**Run 1: I/O nets highlighted**

Drawn at 1 px/um.
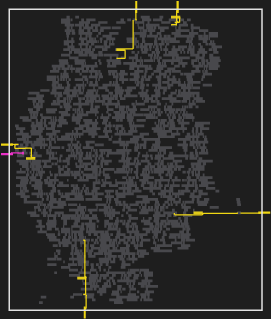
**Run 1: M1 wires**

Drawn at 2 px/um. Supply wires on this layer in grey. Cells faint in the background.
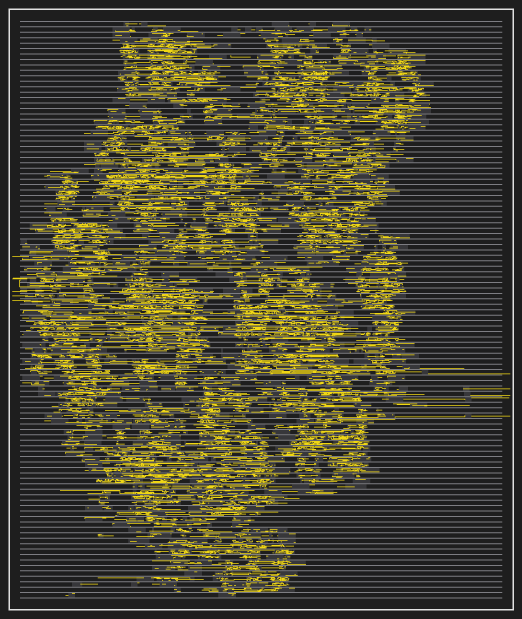
**Run 1: cell placement**

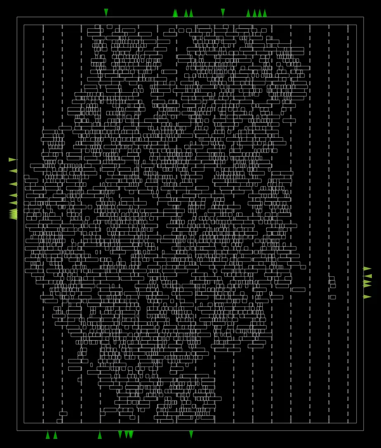
File: src/rtl/push_conditioner_if.sv
// Button bundle between the push pins and the conditioner: raw pins in,
// conditioned levels and strobes out.
interface push_conditioner_if #(
    parameter int unsigned N_BTN = 5
);
    logic [N_BTN-1:0] push_raw;
    logic [N_BTN-1:0] push_level;
    logic [N_BTN-1:0] push_press;
    logic [N_BTN-1:0] push_release;
    logic [N_BTN-1:0] push_step;
    logic [N_BTN-1:0] long_press;
    logic             any_step;

    // Side that owns the pins and consumes the strobes.
    modport master (
        output push_raw,
        input  push_level,
        input  push_press,
        input  push_release,
        input  push_step,
        input  long_press,
        input  any_step
    );

    // The conditioner itself.
    modport slave (
        input  push_raw,
        output push_level,
        output push_press,
        output push_release,
        output push_step,
        output long_press,
        output any_step
    );
endinterface

File: src/rtl/push_conditioner.sv
// Push-button conditioner: per channel a two-flop synchroniser, a debounce FSM,
// press/release/step strobes, a debounced level, long-press flag and
// hold-to-repeat step pulses. Channels are fully independent.
module push_conditioner #(
    parameter int unsigned N_BTN         = 5,
    parameter logic [15:0] DEBOUNCE      = 16'd50000,
    parameter logic [23:0] REPEAT_DELAY  = 24'd5000000,
    parameter logic [23:0] REPEAT_PERIOD = 24'd1000000,
    parameter logic [23:0] LONG_CYCLES   = 24'd10000000
) (
    input  logic              clk,
    input  logic              resetn,
    push_conditioner_if.slave btn_io
);

    localparam logic [15:0] DebLast  = DEBOUNCE - 16'd1;
    localparam logic [23:0] RepFirst = REPEAT_DELAY - 24'd1;
    localparam logic [23:0] RepLast  = REPEAT_PERIOD - 24'd1;
    localparam logic [23:0] LongLast = LONG_CYCLES - 24'd1;
    localparam logic [23:0] HoldMax  = '1;
    localparam bit          DebOne   = (DEBOUNCE == 16'd1);

    typedef enum logic [1:0] {
        StIdle,
        StDebPress,
        StHeld,
        StDebRel
    } state_e;

    logic [N_BTN-1:0] sync1_q;
    logic [N_BTN-1:0] sync2_q;

    logic [N_BTN-1:0] level_vec;
    logic [N_BTN-1:0] press_vec;
    logic [N_BTN-1:0] release_vec;
    logic [N_BTN-1:0] step_vec;
    logic [N_BTN-1:0] long_vec;

    // Two-stage synchroniser for the asynchronous pins.
    always_ff @(posedge clk or negedge resetn) begin
        if (!resetn) begin
            sync1_q <= '0;
            sync2_q <= '0;
        end else begin
            sync1_q <= btn_io.push_raw;
            sync2_q <= sync1_q;
        end
    end

    for (genvar g = 0; g < N_BTN; g++) begin : g_chan
        state_e      state_q;
        logic [15:0] deb_cnt_q;
        logic [23:0] hold_cnt_q;
        logic [23:0] rep_cnt_q;
        logic        level_q;
        logic        press_q;
        logic        release_q;
        logic        step_q;
        logic        long_q;
        logic        s2;
        logic        tick;

        assign s2 = sync2_q[g];
        // Hold time advances on every pressed sample while the button is accepted
        // down, including the sample that cancels a release bounce.
        assign tick = s2 && ((state_q == StHeld) || (state_q == StDebRel));

        // Channel FSM with registered strobes; pulses default low every cycle.
        always_ff @(posedge clk or negedge resetn) begin
            if (!resetn) begin
                state_q    <= StIdle;
                deb_cnt_q  <= '0;
                hold_cnt_q <= '0;
                rep_cnt_q  <= '0;
                level_q    <= 1'b0;
                press_q    <= 1'b0;
                release_q  <= 1'b0;
                step_q     <= 1'b0;
                long_q     <= 1'b0;
            end else begin
                press_q   <= 1'b0;
                release_q <= 1'b0;
                step_q    <= 1'b0;

                // Hold timing: long-press flag and auto-repeat schedule.
                if (tick) begin
                    if (hold_cnt_q != HoldMax) begin
                        hold_cnt_q <= hold_cnt_q + 24'd1;
                    end
                    if (hold_cnt_q == LongLast) begin
                        long_q <= 1'b1;
                    end
                    if (hold_cnt_q == RepFirst) begin
                        step_q    <= 1'b1;
                        rep_cnt_q <= '0;
                    end else if (hold_cnt_q > RepFirst) begin
                        if (rep_cnt_q == RepLast) begin
                            step_q    <= 1'b1;
                            rep_cnt_q <= '0;
                        end else begin
                            rep_cnt_q <= rep_cnt_q + 24'd1;
                        end
                    end
                end

                unique case (state_q)
                    StIdle: begin
                        if (s2) begin
                            if (DebOne) begin
                                state_q    <= StHeld;
                                deb_cnt_q  <= '0;
                                level_q    <= 1'b1;
                                press_q    <= 1'b1;
                                step_q     <= 1'b1;
                                hold_cnt_q <= '0;
                                rep_cnt_q  <= '0;
                            end else begin
                                state_q   <= StDebPress;
                                deb_cnt_q <= 16'd1;
                            end
                        end
                    end
                    StDebPress: begin
                        if (!s2) begin
                            state_q   <= StIdle;
                            deb_cnt_q <= '0;
                        end else if (deb_cnt_q == DebLast) begin
                            state_q    <= StHeld;
                            deb_cnt_q  <= '0;
                            level_q    <= 1'b1;
                            press_q    <= 1'b1;
                            step_q     <= 1'b1;
                            hold_cnt_q <= '0;
                            rep_cnt_q  <= '0;
                        end else begin
                            deb_cnt_q <= deb_cnt_q + 16'd1;
                        end
                    end
                    StHeld: begin
                        if (!s2) begin
                            if (DebOne) begin
                                state_q    <= StIdle;
                                deb_cnt_q  <= '0;
                                level_q    <= 1'b0;
                                long_q     <= 1'b0;
                                release_q  <= 1'b1;
                                hold_cnt_q <= '0;
                                rep_cnt_q  <= '0;
                            end else begin
                                state_q   <= StDebRel;
                                deb_cnt_q <= 16'd1;
                            end
                        end
                    end
                    StDebRel: begin
                        if (s2) begin
                            // Release bounce: back to held, no new press.
                            state_q   <= StHeld;
                            deb_cnt_q <= '0;
                        end else if (deb_cnt_q == DebLast) begin
                            state_q    <= StIdle;
                            deb_cnt_q  <= '0;
                            level_q    <= 1'b0;
                            long_q     <= 1'b0;
                            release_q  <= 1'b1;
                            hold_cnt_q <= '0;
                            rep_cnt_q  <= '0;
                        end else begin
                            deb_cnt_q <= deb_cnt_q + 16'd1;
                        end
                    end
                    default: begin
                        state_q <= StIdle;
                    end
                endcase
            end
        end

        assign level_vec[g]   = level_q;
        assign press_vec[g]   = press_q;
        assign release_vec[g] = release_q;
        assign step_vec[g]    = step_q;
        assign long_vec[g]    = long_q;
    end

    assign btn_io.push_level   = level_vec;
    assign btn_io.push_press   = press_vec;
    assign btn_io.push_release = release_vec;
    assign btn_io.push_step    = step_vec;
    assign btn_io.long_press   = long_vec;
    assign btn_io.any_step     = |step_vec;

endmodule

File: src/flat_wrapper.sv
// flat-port wrapper written by rule: the top's interface ports become plain ports
module push_conditioner_flat 
#(
    parameter int unsigned N_BTN         = 5,
    parameter logic [15:0] DEBOUNCE      = 16'd50000,
    parameter logic [23:0] REPEAT_DELAY  = 24'd5000000,
    parameter logic [23:0] REPEAT_PERIOD = 24'd1000000,
    parameter logic [23:0] LONG_CYCLES   = 24'd10000000
)
  (clk, resetn, btn_io_push_raw, btn_io_push_level, btn_io_push_press, btn_io_push_release, btn_io_push_step, btn_io_long_press, btn_io_any_step);
  push_conditioner_if #(.N_BTN(N_BTN)) btn_io_i ();
  input  logic clk;
  input  logic resetn;
  input wire logic [$bits(btn_io_i.push_raw)-1:0] btn_io_push_raw;
  output wire logic [$bits(btn_io_i.push_level)-1:0] btn_io_push_level;
  output wire logic [$bits(btn_io_i.push_press)-1:0] btn_io_push_press;
  output wire logic [$bits(btn_io_i.push_release)-1:0] btn_io_push_release;
  output wire logic [$bits(btn_io_i.push_step)-1:0] btn_io_push_step;
  output wire logic [$bits(btn_io_i.long_press)-1:0] btn_io_long_press;
  output wire logic [$bits(btn_io_i.any_step)-1:0] btn_io_any_step;
  assign btn_io_i.push_raw = btn_io_push_raw;
  assign btn_io_push_level = btn_io_i.push_level;
  assign btn_io_push_press = btn_io_i.push_press;
  assign btn_io_push_release = btn_io_i.push_release;
  assign btn_io_push_step = btn_io_i.push_step;
  assign btn_io_long_press = btn_io_i.long_press;
  assign btn_io_any_step = btn_io_i.any_step;
  push_conditioner #(.N_BTN(N_BTN), .DEBOUNCE(DEBOUNCE), .REPEAT_DELAY(REPEAT_DELAY), .REPEAT_PERIOD(REPEAT_PERIOD), .LONG_CYCLES(LONG_CYCLES)) u_core (.clk(clk), .resetn(resetn), .btn_io(btn_io_i));
endmodule
File: config.mk
export PLATFORM = sky130hd
export DESIGN_NAME = push_conditioner_flat
export DESIGN_NICKNAME = d
export VERILOG_FILES = /design/src/rtl/push_conditioner_if.sv /design/src/rtl/push_conditioner.sv /design/src/flat_wrapper.sv
export SDC_FILE = /design/constraint.sdc
export NUM_CORES = 1
export LEC_CHECK = 0
export CORE_ASPECT_RATIO = 1.2
export CORE_MARGIN = 5
export CORE_UTILIZATION = 30
export DETAILED_ROUTE_END_ITERATION = 6
export GPL_ROUTABILITY_DRIVEN = 0
export PLACE_DENSITY = 0.56
export SYNTH_ARGS = -nofsm -noshare
export SYNTH_HDL_FRONTEND = slang
export SYNTH_SLANG_ARGS = --single-unit
File: constraint.sdc
create_clock -name clk -period 2.3 [get_ports clk]
set_input_delay 0.46 -clock clk [delete_from_list [all_inputs] [get_ports clk]]
set_output_delay 0.46 -clock clk [all_outputs]
set_load 0.01 [all_outputs]
==> flow_summary.toml, run 1 <==
# yosys + openroad results
[global_route]
grt_first_pass_wirelength_mm = 93.6
grt_use_total_pct = 14.2
gr-total-overflow = 0

[setup_path]
critical_path_class = "reg -> reg"
max_stage_delay_ns = 0.54
crit_chain = "or4b_4 > or4_4 > o22a_4 > a211oi_4 > buf_6 > buf_4 > nand3b_1 > nand3_1"

[routing]
firstDrtPassIters = 5
vias_per_cell = 5.42
drc = 0
avgRoutedWirePerCell_um = 15.8

[power]
power.total_mw = 14.0
cellLeakagePower_nw = 10.7
peakVddDrop_v = 0.000392

[sta]
timing.final.ws_setup_ns = -0.136
worst_slew_pin_slew_ns = 0.759
fmax_mhz = 410
fin_worst_hold_slack_ns = 0.331
setup_viol = 21
slew_violations = 0
rsz0062_at_grt = "true"
fin_skew_ns = 0.0201
period_needed_ns = 2.44

[synthesis]
async_flop_share_pct = 100
yosysTopAreaCellShare_pct = 43.6
synth_seq_share_pct = 43.6
synth_cell_types = 90
top_area_cell = "dfrtp_1"

[finish]
synthToLayoutAreaGrowth_pct = 23.1
drive_gt1_share_pct = 16.9
instances_no_fill = 3522
fin_nets = 2593

[place]
hpwlAfterDp_mm = 38.5

[status]
violations = "setup timing"
outcome = "finished with violations"

[floorplan]
die_w_um = 251

[clocking]
insertion_delay_ns = 0.57
Notes on 'I/O nets highlighted' above:
legend:
  magenta:
    port: btn_io_any_step
    direction: output
    edge: left
    end_cells: 1
    buffers: 1
    wire: 15.2 um
  yellow:
    port: btn_io_long_press
    direction: output
    edge: 2 top, 1 left, 1 bottom, 1 right
    end_cells: 5
    buffers: 5
    wire: 300 um
Top Ports: 33
# port buffers: 32

Notes on 'M1 wires' above:
nets with wire on the layer: 2448
longest straight run: 90.6 um
main direction: horizontal
share of all routed wire: 45%
wire length on this layer: 24.9 mm
Total Wirelength: 55.5 mm
routed via count: 19100
met1 usage: 18.6%

Notes on 'cell placement' above:
# fillers: 7009
Finished Core Util: 37.1%
flop count: 365

## run 1: kinds of logic (layout without fill, tap and decap cells)
family / count (synthesis) / in the layout / synth area share [%]
AOI/OAI and AO/OA: 536 / 536 / 16.3
xor gates and xnor gates: 102 / 102 / 4.26
adders and majority gates: 15 / 15 / 0.896
buffers and inverters: 152 / 373 / 3.31
and+or+nand+nor: 1191 / 1191 / 30.5
muxes: 22 / 22 / 1.10
DFF: 365 / 365 / 43.6
## run 1: synthesized netlist by cell type (all sizes together) (15+ instances only)
library cell  count
or3              32
nor4b            23
nand4            84
nand3           172
a21oi           126
ha               15
xor2             62
or2              15
dfrtp           365
xnor2            40
clkbuf           86
or4              20
nor3             80
buf              45
a31oi            46
and3             85
nor2            260
and2             45
o211ai           24
inv              21
nand3b           16
o31ai            32
o21ai           175
nand2           208
nor4             44
and4             33
## run 1: placed cells by master (no fill, tap or decap), types with 71 or more instances in the layout
cell type	count
a21oi_1	112
and3_1	85
buf_4	218
dfrtp_1	360
nand2_1	207
nand3_1	172
nand4_1	84
nor2_1	254
nor3_1	71
o21ai_0	165
## run 1: through the flow
step	cell area (sq um)	setup TNS, ns	utilization [%]
2_1_floorplan	21000	-0.896	-
3_3_place_gp	23600	-0.555	33.9
3_5_place_dp	23600	-1.25	33.9
4_1_cts	25200	-0.738	36.3
5_1_grt	25800	-4.13	37.1
6_report	25800	-1.72	37.1
## run 1: report_power, final
group,total [mW],internal [mW],leakage (nW),switching (mW)
sequential,6.52,6.46,5.04,0.0525
clock,7.15,4.36,0.711,2.79
combinational,0.374,0.124,4.96,0.250
## run 1: metal layers
layer | share of wire (%) | track usage (%)
met5 | 0 | 0
met4 | 2.0 | 4.02
met3 | 3.6 | 1.98
met2 | 50 | 24.7
met1 | 45 | 18.6
## run 1: final timing paths
path	from	to	slack, ns	cells past startpoint
min	btn_io_push_raw[0]	u_core.sync1_q[0]	0.33	1
min in group asynchronous	resetn	u_core.sync1_q[2]	0.43	2
max in group asynchronous	resetn	u_core.g_chan[3].hold_cnt_q[12]	1.17	3
max	u_core.g_chan[2].hold_cnt_q[15]	u_core.g_chan[2].rep_cnt_q[23]	-0.14	8
max reg2reg	u_core.g_chan[2].hold_cnt_q[15]	u_core.g_chan[2].rep_cnt_q[23]	-0.14	8
min reg2reg	u_core.sync1_q[0]	u_core.sync2_q[0]	0.35	0
## run 1: critical path: cells and delay by family, from the launching register on
kind	cells	cell delay [ns]
and+or+nand+nor	4	1.13
AOI/OAI and AO/OA	2	0.56
DFF	1	0.39
buffers and inverters	2	0.28
## run 1: what timing repair did
item,CTS,global route
gates resized,17,87
endpoints found under the hold margin,39,0
pin swaps,19,34
hold buffers,1,0
setup buffers,8,25
setup endpoints to repair,35,125
cloned,0,2
## run 1: final cells by class
class	instances	area, sq um
Clock buffer	63	1260
Clock inverter	14	216
Fill cell	7009	43700
Inverter	21	78.8
Multi-Input combinational cell	1866	11600
Sequential cell	365	9140
Tap cell	918	1150
Timing Repair Buffer	275	2340
==> run 1 -> run 2 <==
--- a/config.mk
+++ b/config.mk
@@ -6,10 +6,11 @@
 export NUM_CORES = 1
 export LEC_CHECK = 0
 export CORE_ASPECT_RATIO = 1.2
-export CORE_MARGIN = 5
+export CORE_MARGIN = 10
 export CORE_UTILIZATION = 30
 export DETAILED_ROUTE_END_ITERATION = 6
 export GPL_ROUTABILITY_DRIVEN = 0
+export GPL_TIMING_DRIVEN = 0
 export PLACE_DENSITY = 0.56
 export SYNTH_ARGS = -nofsm -noshare
 export SYNTH_HDL_FRONTEND = slang
**Run 2: M1 wires**

Drawn at 2 px/um. Supply wires on this layer in grey. Cells faint in the background.
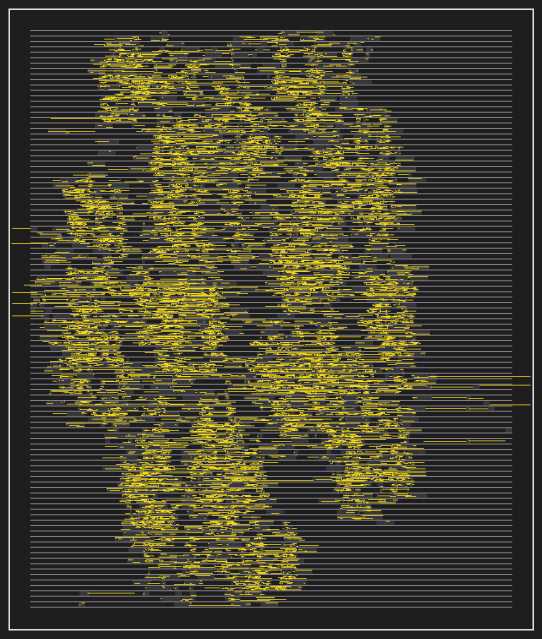
Total Wirelength: 57.6 mm
met1 usage: 16.9%
routed via count: 19400

**Run 2: I/O nets highlighted**

Drawn at 1 px/um.
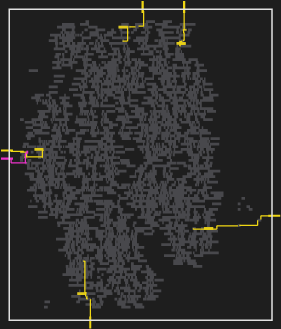
legend:
  magenta:
    port: btn_io_any_step
    direction: output
    edge: left
    end_cells: 1
    buffers: 1
    wire: 32.6 um
  yellow:
    port: btn_io_long_press
    direction: output
    edge: 2 top, 1 left, 1 bottom, 1 right
    end_cells: 5
    buffers: 10
    wire: 293 um

==> run 2 against run 1 <==
Against the previous run: sequential cell count stayed put; non-clock buffer count is 4 higher; critical path depth is 1 lower; the run still ends with setup timing left; routed wire length is 3.7% higher; register-to-register slack hardly changed; worst setup slack better by 0.0086 ns; global-route usage is 0.64 points lower; utilization is 1.3 points higher; sequential power hardly changed; highest routed layer unchanged; maximum frequency is 0.36% higher.
==> flow_summary.toml, run 2 <==
# yosys + openroad results
[status]
outcome = "finished with violations"
violations = "setup timing"

[worst_hold_path]
hold-path-endpoint = "u_core.sync1_q[0]"
holdPathStages = 1

[floorplan]
io-pin-count = 33
die_w_um = 261

[sta]
fin_worst_hold_slack_ns = 0.327
period_needed_ns = 2.43
worst_slew_pin_slew_ns = 0.726
setup_viol = 48
tns_ns = -2.95
timing.final.ws_setup_ns = -0.128

[synthesis]
synth_cell_types = 90
yosysTopAreaCellShare_pct = 43.6
synth_dominant_cell_count = "dfrtp_1"
synthTopCellsByCount = "dfrtp_1 (365), nor2_1 (260), nand2_1 (208), nand3_1 (172), o21ai_0 (171)"
top_area_cell = "dfrtp_1"
async_flop_share_pct = 100

[finish]
lay_top_cells = "dfrtp_1 (325), nor2_1 (248), nand2_1 (202)"
layout_top_cell = "dfrtp_1"
postLayoutCellArea_sq_mm = 0.0267
synthToLayoutAreaGrowth_pct = 27.3
fin_nets = 2597
final_util_pct = 38.4
fillers = 6904
instances_no_fill = 3522

[setup_path]
critical_path_class = "reg -> reg"
crit_chain = "or4b_4 > or4_4 > o22a_4 > a21oi_4 > buf_4 > nand2_1 > a32o_1"
rr_startpoint = "u_core.g_chan[2].hold_cnt_q[15]"
max_stage_delay_ns = 0.54

[place]
placed_cell_area_sq_mm = 0.0226
hpwlAfterDp_mm = 36.7

[clocking]
insertion_delay_ns = 0.57

[routing]
drc = 0
vias_per_cell = 5.52

[power]
cellLeakagePower_nw = 10.9
peakVddDrop_v = 0.000423

[global_route]
grt_use_total_pct = 13.6
==> run 2: worst max path at each step <==
| stage | from | to | slack [ns] | depth (start not counted) |
|---|---|---|---|---|
| after global routing | u_core.g_chan[2].hold_cnt_q[15] | u_core.g_chan[2].rep_cnt_q[14] | -0.19 | 7 |
| after global placement | resetn | u_core.g_chan[0].press_q | -15.91 | 1 |
| final | u_core.g_chan[2].hold_cnt_q[15] | u_core.g_chan[2].rep_cnt_q[2] | -0.13 | 7 |
| after floorplan | u_core.g_chan[0].hold_cnt_q[0] | u_core.g_chan[0].rep_cnt_q[16] | -0.08 | 7 |
| after CTS | u_core.g_chan[2].hold_cnt_q[15] | u_core.g_chan[2].rep_cnt_q[9] | -0.13 | 8 |
| after detailed placement | u_core.g_chan[4].hold_cnt_q[10] | u_core.g_chan[4].step_q | -0.77 | 6 |
==> run 2: where the power goes <==
| part | switching, mW | total, mW | internal, mW |
|---|---|---|---|
| logic | 0.248 | 0.354 | 0.106 |
| clock network | 2.77 | 6.76 | 3.99 |
| registers | 0.0543 | 6.52 | 6.46 |
| total | 3.08 | 13.6 | 10.6 |
==> run 2: final cells by class <==
cell class | instances | area [sq um] | share of cell area, %
Inverter | 21 | 78.8 | 0.296
Buffer | 88 | 596 | 2.23
Multi-Input combinational cell | 1867 | 12600 | 47.2
Sequential cell | 365 | 9180 | 34.4
Tap cell | 918 | 1150 | 4.31
Clock buffer | 56 | 1160 | 4.36
Timing Repair Buffer | 191 | 1710 | 6.43
Clock inverter | 16 | 198 | 0.741
==> run 2: per-stage QoR <==
stage | power [mW] | worst slack, ns
finish | 13.6 | -0.128
global route | 14.2 | -0.187
floorplan | 6.76 | -0.0813
global placement | 6.96 | -15.91
detailed placement | 6.99 | -0.774
CTS | 13.9 | -0.130
==> run 2: logic make-up after synthesis <==
kind of cell | after synthesis | share of synthesized area (%)
AOI/OAI and AO/OA | 536 | 16.3
xor gates and xnor gates | 102 | 4.26
adders and majority gates | 15 | 0.896
buffers and inverters | 152 | 3.31
DFF | 365 | 43.6
muxes | 22 | 1.10
and+or+nand+nor | 1191 | 30.5
==> run 2: repair_timing <==
action                     in CTS  in global routing
hold buffers                    1                  0
pin swaps                      59                 92
buffers inserted               66                 85
resized                       187                231
hold endpoints to repair       70                  0
gates cloned                    4                  3
setup endpoints to repair     281                279
==> run 2: metal layers <==
| layer | track usage, % | vias to the layer above | routed length, um |
|---|---|---|---|
| met2 | 23.5 | 445 | 28900 |
| met4 | 5.13 | 0 | 1460 |
| met3 | 1.89 | 109 | 2270 |
| met5 | 0 | - | 0 |
| met1 | 16.9 | 9656 | 24900 |
| li1 | - | 9239 | - |
==> run 2: worst register-to-register path, cell delays in order, from the launching register on <==
cell and delay [ns]:
dfrtp_1 0.40, or4b_4 0.54, or4_4 0.48, o22a_4 0.25, a21oi_4 0.24, buf_4 0.16, nand2_1 0.05, a32o_1 0.22
Power figures rest on the tool's default switching activity, not on a simulated workload.
